[src/rtl/cpu_pkg.sv]
// Shared opcode, ALU function, state and strobe definitions for the control sequencer.
package cpu_pkg;

    localparam int unsigned OPC_BITS = 5;
    localparam int unsigned ALU_BITS = 4;

    localparam logic [OPC_BITS-1:0] OP_LD   = 5'b00000;
    localparam logic [OPC_BITS-1:0] OP_ST   = 5'b00010;
    localparam logic [OPC_BITS-1:0] OP_ADD  = 5'b00011;
    localparam logic [OPC_BITS-1:0] OP_SUB  = 5'b00100;
    localparam logic [OPC_BITS-1:0] OP_AND  = 5'b00101;
    localparam logic [OPC_BITS-1:0] OP_OR   = 5'b00110;
    localparam logic [OPC_BITS-1:0] OP_MUL  = 5'b01111;
    localparam logic [OPC_BITS-1:0] OP_DIV  = 5'b10000;
    localparam logic [OPC_BITS-1:0] OP_MFHI = 5'b11000;
    localparam logic [OPC_BITS-1:0] OP_MFLO = 5'b11001;
    localparam logic [OPC_BITS-1:0] OP_NOP  = 5'b11010;
    localparam logic [OPC_BITS-1:0] OP_HALT = 5'b11011;

    localparam logic [ALU_BITS-1:0] ALU_PASS = 4'd0;
    localparam logic [ALU_BITS-1:0] ALU_ADD  = 4'd1;
    localparam logic [ALU_BITS-1:0] ALU_SUB  = 4'd2;
    localparam logic [ALU_BITS-1:0] ALU_AND  = 4'd3;
    localparam logic [ALU_BITS-1:0] ALU_OR   = 4'd4;
    localparam logic [ALU_BITS-1:0] ALU_MUL  = 4'd5;
    localparam logic [ALU_BITS-1:0] ALU_DIV  = 4'd6;

    // T states are numbered so that the step index is the encoding minus one.
    typedef enum logic [3:0] {
        S_IDLE   = 4'd0,
        S_T0     = 4'd1,
        S_T1     = 4'd2,
        S_T2     = 4'd3,
        S_T3     = 4'd4,
        S_T4     = 4'd5,
        S_T5     = 4'd6,
        S_T6     = 4'd7,
        S_T7     = 4'd8,
        S_HALTED = 4'd9
    } state_e;

    typedef enum logic [2:0] {
        CLS_NOP, CLS_ALU, CLS_MULDIV, CLS_MFHI, CLS_MFLO, CLS_LD, CLS_ST, CLS_HALT
    } op_class_e;

    typedef struct packed {
        logic pco, pci, inc_pc, iri;
        logic mari, mdri, mdro, mem_read, mem_write;
        logic gra, grb, grc, rin, rout, baout, csigno;
        logic ryi, rzi, rzlo, rzho;
        logic hii, hio, loi, loo;
    } strobes_t;

    function automatic op_class_e op_class(input logic [OPC_BITS-1:0] opc);
        case (opc)
            OP_ADD, OP_SUB, OP_AND, OP_OR: return CLS_ALU;
            OP_MUL, OP_DIV:                return CLS_MULDIV;
            OP_MFHI:                       return CLS_MFHI;
            OP_MFLO:                       return CLS_MFLO;
            OP_LD:                         return CLS_LD;
            OP_ST:                         return CLS_ST;
            OP_HALT:                       return CLS_HALT;
            default:                       return CLS_NOP;
        endcase
    endfunction

    function automatic logic [ALU_BITS-1:0] alu_code(input logic [OPC_BITS-1:0] opc);
        case (opc)
            OP_ADD:  return ALU_ADD;
            OP_SUB:  return ALU_SUB;
            OP_AND:  return ALU_AND;
            OP_OR:   return ALU_OR;
            OP_MUL:  return ALU_MUL;
            OP_DIV:  return ALU_DIV;
            default: return ALU_PASS;
        endcase
    endfunction

endpackage

[src/rtl/step_timer.sv]
// Loadable down-counter; done is high once the count has reached zero.
module step_timer #(
    parameter int unsigned CNT_W = 3
) (
    input  logic             clock,
    input  logic             clear,
    input  logic             load,
    input  logic [CNT_W-1:0] load_val,
    input  logic             dec,
    output logic             done
);

    logic [CNT_W-1:0] cnt_q, cnt_d;

    always_comb begin
        cnt_d = cnt_q;
        if (load) begin
            cnt_d = load_val;
        end else if (dec && (cnt_q != '0)) begin
            cnt_d = cnt_q - CNT_W'(1);
        end
    end

    always_ff @(posedge clock) begin
        if (clear) begin
            cnt_q <= '0;
        end else begin
            cnt_q <= cnt_d;
        end
    end

    assign done = (cnt_q == '0);

endmodule

[src/rtl/control_sequencer.sv]
// Hardwired control unit: fetch in T0-T2, per-opcode execute in T3-T7, Moore strobe decode
// with mdri following mem_ready in the memory-wait steps.
module control_sequencer
    import cpu_pkg::*;
#(
    parameter int unsigned OPC_W      = 5,
    parameter int unsigned ALU_OP_W   = 4,
    parameter int unsigned MULDIV_LAT = 4,
    parameter int unsigned STEP_W     = 3
) (
    input  logic                clock,
    input  logic                clear,
    input  logic                run,
    input  logic [31:0]         ir,
    input  logic                mem_ready,
    output logic [2:0]          pc_ctl,
    output logic                iri,
    output logic [4:0]          mem_ctl,
    output logic [6:0]          rf_ctl,
    output logic                ryi,
    output logic [2:0]          z_ctl,
    output logic [3:0]          hilo_ctl,
    output logic [ALU_OP_W-1:0] alu_op,
    output logic [STEP_W-1:0]   step,
    output logic                busy,
    output logic                halted
);

    localparam int unsigned CNT_W = $clog2(MULDIV_LAT) + 1;

    state_e                state_q, state_d;
    state_e                boundary;
    op_class_e             cls;
    logic [ALU_BITS-1:0]   alu_fn, alu_sel;
    logic                  timer_load, timer_dec, timer_done;
    strobes_t              s;
    logic                  unused_ir;

    assign cls       = op_class(OPC_BITS'(ir[31 -: OPC_W]));
    assign alu_fn    = alu_code(OPC_BITS'(ir[31 -: OPC_W]));
    assign unused_ir = ^ir[31-OPC_W:0];
    assign boundary  = run ? S_T0 : S_IDLE;
    assign timer_dec = (state_q == S_T4);

    step_timer #(
        .CNT_W(CNT_W)
    ) u_timer (
        .clock   (clock),
        .clear   (clear),
        .load    (timer_load),
        .load_val(CNT_W'(MULDIV_LAT - 1)),
        .dec     (timer_dec),
        .done    (timer_done)
    );

    always_ff @(posedge clock) begin
        if (clear) begin
            state_q <= S_IDLE;
        end else begin
            state_q <= state_d;
        end
    end

    always_comb begin
        state_d    = state_q;
        s          = '0;
        alu_sel    = ALU_PASS;
        timer_load = 1'b0;
        case (state_q)
            S_IDLE: if (run) state_d = S_T0;
            S_T0: begin
                s.pco = 1'b1; s.mari = 1'b1; s.inc_pc = 1'b1; s.rzi = 1'b1;
                state_d = S_T1;
            end
            S_T1: begin
                s.rzlo = 1'b1; s.pci = 1'b1; s.mem_read = 1'b1; s.mdri = mem_ready;
                if (mem_ready) state_d = S_T2;
            end
            S_T2: begin
                s.mdro = 1'b1; s.iri = 1'b1;
                state_d = S_T3;
            end
            S_T3: begin
                state_d = S_T4;
                case (cls)
                    CLS_ALU:        begin s.grb = 1'b1; s.rout = 1'b1; s.ryi = 1'b1; end
                    CLS_LD, CLS_ST: begin s.grb = 1'b1; s.baout = 1'b1; s.ryi = 1'b1; end
                    CLS_MULDIV: begin
                        s.gra = 1'b1; s.rout = 1'b1; s.ryi = 1'b1;
                        timer_load = 1'b1;
                    end
                    CLS_MFHI: begin s.hio = 1'b1; s.gra = 1'b1; s.rin = 1'b1; state_d = boundary; end
                    CLS_MFLO: begin s.loo = 1'b1; s.gra = 1'b1; s.rin = 1'b1; state_d = boundary; end
                    CLS_HALT: state_d = S_HALTED;
                    default:  state_d = boundary;
                endcase
            end
            S_T4: begin
                state_d = S_T5;
                case (cls)
                    CLS_ALU: begin
                        s.grc = 1'b1; s.rout = 1'b1; s.rzi = 1'b1; alu_sel = alu_fn;
                    end
                    CLS_MULDIV: begin
                        s.grb = 1'b1; s.rout = 1'b1; s.rzi = 1'b1; alu_sel = alu_fn;
                        if (!timer_done) state_d = S_T4;
                    end
                    CLS_LD, CLS_ST: begin s.csigno = 1'b1; s.rzi = 1'b1; alu_sel = ALU_ADD; end
                    default: state_d = boundary;
                endcase
            end
            S_T5: begin
                state_d = S_T6;
                case (cls)
                    CLS_ALU:        begin s.rzlo = 1'b1; s.gra = 1'b1; s.rin = 1'b1; state_d = boundary; end
                    CLS_MULDIV:     begin s.rzlo = 1'b1; s.loi = 1'b1; end
                    CLS_LD, CLS_ST: begin s.rzlo = 1'b1; s.mari = 1'b1; end
                    default:        state_d = boundary;
                endcase
            end
            S_T6: begin
                state_d = S_T7;
                case (cls)
                    CLS_MULDIV: begin s.rzho = 1'b1; s.hii = 1'b1; state_d = boundary; end
                    CLS_LD: begin
                        s.mem_read = 1'b1; s.mdri = mem_ready;
                        if (!mem_ready) state_d = S_T6;
                    end
                    // mem_read low selects the internal bus into MDR
                    CLS_ST:  begin s.gra = 1'b1; s.rout = 1'b1; s.mdri = 1'b1; end
                    default: state_d = boundary;
                endcase
            end
            S_T7: begin
                state_d = boundary;
                case (cls)
                    CLS_LD: begin s.mdro = 1'b1; s.gra = 1'b1; s.rin = 1'b1; end
                    CLS_ST: begin
                        s.mem_write = 1'b1;
                        if (!mem_ready) state_d = S_T7;
                    end
                    default: ;
                endcase
            end
            S_HALTED: state_d = S_HALTED;
            default:  state_d = S_IDLE;
        endcase
    end

    assign pc_ctl   = {s.pco, s.pci, s.inc_pc};
    assign iri      = s.iri;
    assign mem_ctl  = {s.mari, s.mdri, s.mdro, s.mem_read, s.mem_write};
    assign rf_ctl   = {s.gra, s.grb, s.grc, s.rin, s.rout, s.baout, s.csigno};
    assign ryi      = s.ryi;
    assign z_ctl    = {s.rzi, s.rzlo, s.rzho};
    assign hilo_ctl = {s.hii, s.hio, s.loi, s.loo};
    assign alu_op   = ALU_OP_W'(alu_sel);
    assign busy     = (state_q != S_IDLE) && (state_q != S_HALTED);
    assign halted   = (state_q == S_HALTED);
    assign step     = busy ? STEP_W'(4'(state_q) - 4'd1) : '0;

endmodule

[config.mk]
export PLATFORM = sky130hd
export DESIGN_NAME = control_sequencer
export DESIGN_NICKNAME = d
export VERILOG_FILES = /design/src/rtl/cpu_pkg.sv /design/src/rtl/step_timer.sv /design/src/rtl/control_sequencer.sv
export SDC_FILE = /design/constraint.sdc
export NUM_CORES = 1
export LEC_CHECK = 0
export CORE_ASPECT_RATIO = 0.7
export CORE_MARGIN = 5
export CORE_UTILIZATION = 35
export CTS_CLUSTER_DIAMETER = 200
export DETAILED_ROUTE_END_ITERATION = 7
export PLACE_DENSITY = 0.77
export SYNTH_ARGS = -nofsm -noshare
export SYNTH_HDL_FRONTEND = slang
export SYNTH_SLANG_ARGS = --single-unit
[constraint.sdc]
create_clock -name clock -period 6.15 [get_ports clock]
set_input_delay 1.23 -clock clock [delete_from_list [all_inputs] [get_ports clock]]
set_output_delay 1.23 -clock clock [all_outputs]
set_load 0.05 [all_outputs]
**Run 1: cell sizes after repair**

(3 px per micron)
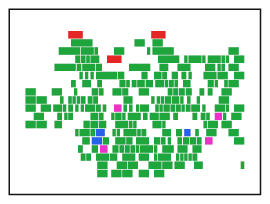
[drive 1 or less] green | cells: 221 | share: 96%
[drive 6 and up] red | cells: 3 | share: 1.3%
[drive 2] blue | cells: 3 | share: 1.3%
[drive 3 to 4] magenta | cells: 4 | share: 1.7%

**Run 1: cell placement**

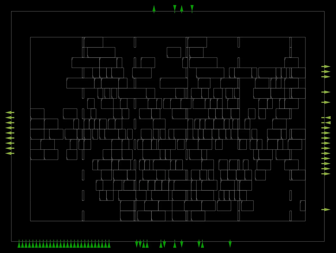
fin cells: 281
Seq/total area: 8.02%
row count: 18
flop count: 7

**Run 1: wiring heat map**

(4 px per micron) The die is cut into 17 by 12 equal tiles; dark purple is low, yellow is high, scaled to the fullest tile. Values are wire area over tile area, all layers added.
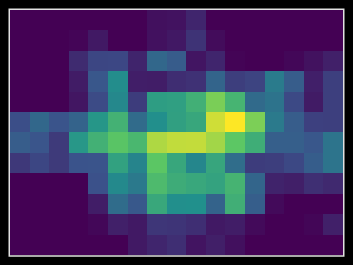
densest ninth of the die: centre
tiles over half the peak: 16%
mean over tiles: 0.13

## run 1: cell usage in the layout, fill, tap and decap left out, types with 4 or more instances in the layout
master,n
nor2_1,23
dfxtp_1,7
inv_1,17
clkdlybuf4s50_1,38
nor3_1,4
and3_1,4
nor2b_1,6
ha_1,15
nand2_1,22
nand3_1,5
buf_4,4
a21oi_1,18
o21ai_0,13
## run 1: area by class of cell
type                    instances  area [sq um]  share of cell area (%)
multi-input cells             161          1020                    58.7
inverters                      17          63.8                    3.65
well taps                      50          62.6                    3.58
clock buffers                   4          45.0                    2.58
flip-flops and latches          7           140                    8.02
repair buffers                 42           410                    23.5
## run 1: worst reg2reg max path, cell delays in order, from the launching register on
cell	delay (ps)
dfxtp_1	400
ha_1	390
nand3b_1	330
nor2_1	230
nor4bb_1	390
a311oi_1	90
a211oi_1	270
==> run notes, run 1 <==
impl run done, here's what came out: Pre-Place Util a little under two fifths, diode count 0, total CTS buffers 3, Layout Nets between 200 and 300, status complete, no violations, Seq pwr share 12.6%, ANT nets after route 0, Setup Skew around 1.3 ps, cells along the critical path clkdlybuf4s50_1 > buf_4 > ha_1 > a211oi_1 > a31oi_1 > a21oi_1 > inv_1 > ha_1 > nor2_1 > and3_1 > o21ai_0 > a32o_1 > o21bai_1 > clkdlybuf4s50_1, final WL 3.91 mm, EDFF count, synth 0, Leak 0.694 nW, Core Footprint around 0.0036 sq mm, Die Span Y about 60 microns, Sw Share 54.7%, CTS max path bufs 2, CTS tree built, Late-Pin Clk Latency approximately 230 ps, Top FF cell, synth dfxtp_1, Crit-path slowest cell clkdlybuf4s50_1, Synth Warn # 0, CP endpoint kind output port, final setup margin 413 ps, Seq share, synth about a tenth, R2R Setup Slk around 4000 ps, CP Max Fanout 7, GRT Residual Overflow 0, root buf cell clkbuf_8, vias in the first global route about 1,300, combinational power 328 uW, most common cell in the netlist nor2_1
## Run 2: what changed since run 1
--- a/config.mk
+++ b/config.mk
@@ -8,8 +8,10 @@
 export CORE_ASPECT_RATIO = 0.7
 export CORE_MARGIN = 5
 export CORE_UTILIZATION = 35
+export CTS_BUF_LIST = sky130_fd_sc_hd__clkbuf_4
 export CTS_CLUSTER_DIAMETER = 200
 export DETAILED_ROUTE_END_ITERATION = 7
+export GPL_TIMING_DRIVEN = 0
 export PLACE_DENSITY = 0.77
 export SYNTH_ARGS = -nofsm -noshare
 export SYNTH_HDL_FRONTEND = slang
==> run notes, run 2 <==
impl run done, here's what came out: HP Class flip-flop to flip-flop (unchanged), Mux area share 3.14% (unchanged), post-CTS setup buffer count 0 (unchanged), Top cell excl fill/tap clkdlybuf4s50_1 (unchanged), status complete, no violations (unchanged), WL met2 1.50 mm (was 1.53 mm), Synth cell types 49 (unchanged), Layout Nets 297 (was 283), Core Footprint 0.00358 sq mm (unchanged), Late-Pin Clk Latency 250 ps (was 230 ps), most common cell in the netlist nor2_1 (unchanged), Top FF cell, synth dfxtp_1 (unchanged), most frequent cells after synthesis nor2_1, nand2_1, a21oi_1 (unchanged), Synth Warn # 0 (unchanged), minimum clock period 5900 ps (was 5740 ps), Setup Skew 2.65 ps (was 1.29 ps), GRT Residual Overflow 0 (unchanged), Seq share, synth 10.7% (unchanged), diode count 0 (unchanged), cells along the critical path clkdlybuf4s50_1 > inv_1 > ha_1 > nand2_1 > o21ai_0 > o22ai_1 > inv_1 > ha_1 > nor2_1 > and3_1 > o21ai_0 > a32o_1 > o21bai_1 > clkdlybuf4s50_1 (was clkdlybuf4s50_1 > buf_4 > ha_1 > a211oi_1 > a31oi_1 > a21oi_1 > inv_1 > ha_1 > nor2_1 > and3_1 > o21ai_0 > a32o_1 > o21bai_1 > clkdlybuf4s50_1), ANT nets after route 0 (unchanged), Pre-Place Util 36.7% (unchanged), fin cells 295 (was 281), Crit-path slowest cell clkdlybuf4s50_1 (unchanged), CP endpoint kind output port (unchanged), total CTS buffers 3 (unchanged), largest net degree at the start of global routing 11 (was 17), Leak 0.802 nW (was 0.694 nW), yosys cell count 201 (unchanged), root buf cell clkbuf_4 (was clkbuf_8), FMAX 169 MHz (was 174 MHz), CTS tree built (unchanged), EDFF count, synth 0 (unchanged), Int Pwr 192 uW (was 203 uW), via count 1,572 (was 1,525), IO buf count 40 (unchanged), vias in the first global route 1,359 (was 1,314), final setup margin 248 ps (was 413 ps), final WL 4.00 mm (was 3.91 mm), row count 18 (unchanged), top logic cells by instance count in the layout clkdlybuf4s50_1, nor2_1, nand2_1 (unchanged), Sw Share 56.6% (was 54.7%), slowest stage delay, CP 710 ps (was 700 ps), combinational power 341 uW (was 328 uW), Seq pwr share 12.5% (was 12.6%), CTS max path bufs 2 (unchanged), synth top area cells ha_1, dfxtp_1, a21oi_1 (unchanged), CP Max Fanout 10 (was 7), Die Span Y 61.3 microns (unchanged)
run 2: cell counts after synthesis:
Identical to the previous run, type by type.
run 2: layout make-up:
| class | instances | area [sq um] | share of cell area (%) |
|---|---|---|---|
| buffer | 16 | 86.3 | 4.76 |
| clock buffer | 4 | 30.0 | 1.66 |
| inverter | 17 | 63.8 | 3.52 |
| multi-input combinational | 161 | 1020 | 56.5 |
| sequential | 7 | 140 | 7.73 |
| tap | 50 | 62.6 | 3.45 |
| timing repair buffer | 40 | 405 | 22.4 |
run 2: final timing paths:
path,start,endpoint,slack [ps]
setup / recovery,ir[27],rf_ctl[6],250
hold / removal,u_timer.cnt_q[2],u_timer.cnt_q[2],560
setup reg to reg,state_q[1],state_q[0],4180
hold reg to reg,u_timer.cnt_q[2],u_timer.cnt_q[2],560
**Run 2: sequential cells grouped by signal name**

(4 px per micron)
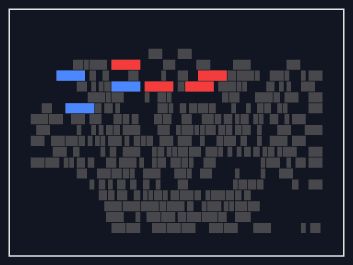
[state_q] red | placed flops: 4
[u_timer.cnt_q] blue | placed flops: 3

## Run 3: what changed since run 2
--- a/config.mk
+++ b/config.mk
@@ -7,12 +7,12 @@
 export LEC_CHECK = 0
 export CORE_ASPECT_RATIO = 0.7
 export CORE_MARGIN = 5
-export CORE_UTILIZATION = 35
+export CORE_UTILIZATION = 44
 export CTS_BUF_LIST = sky130_fd_sc_hd__clkbuf_4
 export CTS_CLUSTER_DIAMETER = 200
 export DETAILED_ROUTE_END_ITERATION = 7
 export GPL_TIMING_DRIVEN = 0
-export PLACE_DENSITY = 0.77
+export PLACE_DENSITY = 0.88
 export SYNTH_ARGS = -nofsm -noshare
 export SYNTH_HDL_FRONTEND = slang
 export SYNTH_SLANG_ARGS = --single-unit
==> run notes, run 3 <==
impl run done, here's what came out: status complete, no violations (unchanged), RR Endpoint state_q[0] (unchanged), via count 1,535 (was 1,572), Synth cell types 49 (unchanged), Layout Nets 297 (unchanged), crit path to alu_op[0] (was rf_ctl[6]), Seq share, synth 10.7% (unchanged), HP Class flip-flop to flip-flop (unchanged), cells along the critical path clkdlybuf4s50_1 > inv_1 > ha_1 > nand2_1 > o21ai_0 > o22ai_1 > ha_1 > clkbuf_1 > o221ai_1 > or3_1 > a21oi_1 > dlygate4sd2_1 (was clkdlybuf4s50_1 > inv_1 > ha_1 > nand2_1 > o21ai_0 > o22ai_1 > inv_1 > ha_1 > nor2_1 > and3_1 > o21ai_0 > a32o_1 > o21bai_1 > clkdlybuf4s50_1), Sw Share 57.1% (was 56.6%), root buf cell clkbuf_4 (unchanged), synth top area cells ha_1, dfxtp_1, a21oi_1 (unchanged), R2R Path Start state_q[1] (unchanged), Top FF cell, synth dfxtp_1 (unchanged), Core Footprint 0.00282 sq mm (was 0.00358 sq mm), final setup margin 239 ps (was 248 ps), diode count 0 (unchanged), Seq pwr share 12.8% (was 12.5%), WL met2 1.55 mm (was 1.50 mm), Die Span Y 55.7 microns (was 61.3 microns), Leak 0.787 nW (was 0.802 nW), Int Pwr 186 uW (was 192 uW), hold_sp u_timer.cnt_q[2] (unchanged), post-CTS setup buffer count 0 (unchanged), Pre-Place Util 46.6% (was 36.7%), ANT nets after route 0 (unchanged), R2R Setup Slk 4160 ps (was 4180 ps), CTS max path bufs 2 (unchanged), most frequent cells after synthesis nor2_1, nand2_1, a21oi_1 (unchanged)
-- run 3: kinds of logic after synthesis --
kind of cell             after synthesis  synth area share (%)
AND-OR/OR-AND                         57                  27.5
XOR/XNOR                               4                  2.66
adder cells (fa/ha/maj)               15                  14.3
buffers and inverters                 33                  11.4
flip-flops                             7                  10.7
multiplexers                           4                  3.14
other                                  1                 0.285
AND/OR/NAND/NOR                       80                  30.1
-- run 3: final cells by class --
| class | instances | area, sq um |
|---|---|---|
| Fill cell | 263 | 1030 |
| Multi-Input combinational cell | 161 | 1020 |
| Timing Repair Buffer | 40 | 407 |
| Sequential cell | 7 | 140 |
| Buffer | 16 | 86.3 |
| Inverter | 17 | 63.8 |
| Tap cell | 36 | 45.0 |
| Clock buffer | 3 | 22.5 |
| Clock inverter | 1 | 5.00 |
**Run 3: sequential cells grouped by signal name**

(4 px per micron)
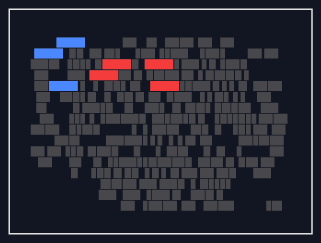
[state_q] red | placed flops: 4 | where: top centre
[u_timer.cnt_q] blue | placed flops: 3

Power is estimated from default activity; no workload was simulated.
